==> config.mk <==
export PLATFORM = sky130hd
export DESIGN_NAME = tanh_output_layer
export DESIGN_NICKNAME = d
export VERILOG_FILES = /design/src/rtl/tanh_output_layer.sv
export SDC_FILE = /design/constraint.sdc
export NUM_CORES = 1
export LEC_CHECK = 0
export ABC_AREA = 0
export CORE_ASPECT_RATIO = 2
export CORE_MARGIN = 2
export CORE_UTILIZATION = 61
export CTS_BUF_LIST = sky130_fd_sc_hd__clkbuf_4 sky130_fd_sc_hd__clkbuf_8 sky130_fd_sc_hd__clkbuf_16
export CTS_CLUSTER_SIZE = 24
export DETAILED_ROUTE_END_ITERATION = 6
export GPL_TIMING_DRIVEN = 0
export HOLD_SLACK_MARGIN = 0.12
export PLACE_DENSITY = 0.8
export SYNTH_ARGS = -nofsm -noshare
export SYNTH_HDL_FRONTEND = slang
export SYNTH_SLANG_ARGS = --single-unit
==> constraint.sdc <==
create_clock -name clk -period 9.16 [get_ports clk]
set_input_delay 1.374 -clock clk [delete_from_list [all_inputs] [get_ports clk]]
set_output_delay 1.374 -clock clk [all_outputs]
set_load 0.01 [all_outputs]
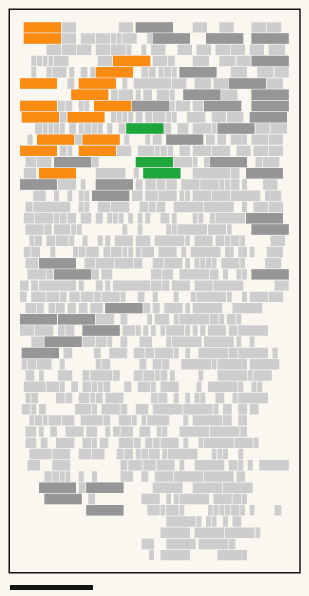
registers.png
Scale bar: 20 um. Other sequential cells in the stronger grey, the rest of the logic in the fainter grey.
| signal | colour | flops |
|---|---|---|
| y | orange | 16 |
| state_r | green | 3 |
not coloured: 36
Post-Route Utilization: 0.700
flop share of the area: 0.230
register area: 0.00138 sq mm

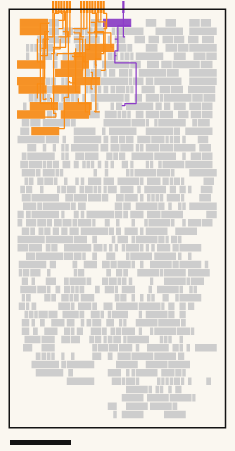
port_nets.png
Scale bar: 20 um.
| port | colour | bits | direction | end cells | buffers | wire |
|---|---|---|---|---|---|---|
| ack | purple | 1 | output | 1 | 1 | 52.9 um |
| y | orange | 16 | output | 16 | 16 | 514 um |
I/O pin cnt: 37
I/O Buffers: 36

==> impl_metrics.csv <==
group,metric,value,unit
final_timing,finalSetupTns,0,ns
clocking,cts-resized-gates,0,
synth,synth_area_per_cell,9.19,sq um
synth,syn_area,0.00532,sq mm
grt,grt_pass1_wl,20400,um
floorplanning,rows,48,
placed_design,routabilityCongestion,0.973,
critical_path,required,9.33,ns
finish,finalNetCount,735,
grt,grtUsageMet2,0.532,
clocking,clk_pin_slew_worst_paths,0.07,ns
final_timing,final_hold_viol_count,0,
clocking,cts.sinks,55,
finish,drive_gt1_frac,0.0625,
routing,firstDrtPassIters,4,
grt,gr-usage-met1,0.272,
critical_path,r2r_setup_slack,1.33,ns
floorplanning,initial_utilization,0.624,
hold_path,hold_depth,2,
final_timing,max_slew_margin,0.295,
synth,most_common_cell,"inv_1",
placed_design,placed_area,0.00582,sq mm
routing,drtIter0Drc,102,
synth,edf_count,0,
floorplanning,core_area,0.00853,sq mm
floorplanning,fp.dieW,70.1,um
final_timing,setup_viol,0,
routing,drt_wl_total,11900,um
clocking,cts_setup_buffers,0,
run_status,status,"complete, no violations",
final_timing,drv_slew,0,
critical_path,critPathLaunchType,"register",
synth,synth_nets,691,
routing,antenna_left,0,
critical_path,path_max_fanout,10,
job,warning_count,28,
grt,grt_overflow_total,0,
==> area by class of cell <==
| class | instances | area [sq um] | share of cell area |
|---|---|---|---|
| Clock inverter | 3 | 22.5 | 0.00377 |
| Inverter | 90 | 338 | 0.0566 |
| Buffer | 15 | 62.6 | 0.0105 |
| Sequential cell | 55 | 1380 | 0.230 |
| Multi-Input combinational cell | 419 | 3550 | 0.594 |
| Clock buffer | 5 | 125 | 0.0210 |
| Timing Repair Buffer | 37 | 375 | 0.0629 |
| Tap cell | 100 | 125 | 0.0210 |
==> metal layers <==
layer,part of all wire,vias to the layer above
met5,0,-
met4,0.043,0
met3,0.021,31
met2,0.59,70
met1,0.34,2070
li1,-,2023
==> kinds of logic after synthesis <==
group / count (synthesis) / synth area share
AND-OR/OR-AND: 111 / 0.141
XOR/XNOR: 17 / 0.0280
adder cells (fa/ha/maj): 93 / 0.285
buffers and inverters: 105 / 0.0752
flip-flops: 55 / 0.259
multiplexers: 27 / 0.0545
AND/OR/NAND/NOR: 171 / 0.158
==> stage by stage <==
step	worst slack, ns	hold slack [ns]
2_1_floorplan	2.42	0.457
3_3_place_gp	1.53	0.466
5_1_grt	0.729	0.503
4_1_cts	1.31	0.486
3_5_place_dp	1.38	0.468
6_report	1.33	0.483
==> cell usage in the layout (no fill, tap or decap), types with 4 or more instances in the layout <==
master	count
nor3b_1	4
clkdlybuf4s50_1	35
nor2b_1	16
a211oi_1	4
xor2_1	8
nor3_1	4
nand3_1	10
and2_1	4
clkbuf_1	11
or2_2	4
nand2_1	58
mux2_1	9
ha_1	46
or3_1	4
dfrtp_1	55
o21ai_0	26
fa_1	47
mux2_2	7
a21oi_1	21
a21o_1	8
clkbuf_16	5
inv_1	90
o21ai_1	17
mux2i_1	11
nor2_1	37
nand4_1	4
xnor2_1	9
nand2b_1	10
==> critical path, cell delays in order (launching register included) <==
cell and delay [ns]:
dfrtp_1 0.38, clkbuf_1 0.55, inv_1 0.16, ha_1 0.45
clkbuf_1 0.42, nor2_1 0.14, fa_1 0.53, inv_1 0.06
fa_1 0.50, inv_1 0.05, fa_1 0.55, inv_1 0.07
fa_1 0.54, inv_1 0.04, ha_1 0.37, a21oi_1 0.21
nand4_1 0.11, o22ai_1 0.23, mux2i_1 0.34, nand2_1 0.20
ha_1 0.44, nand3_1 0.15, nor2_1 0.06, a2111oi_2 0.34
o21ai_1 0.21, a221oi_1 0.35, or2_1 0.17, o211ai_2 0.08
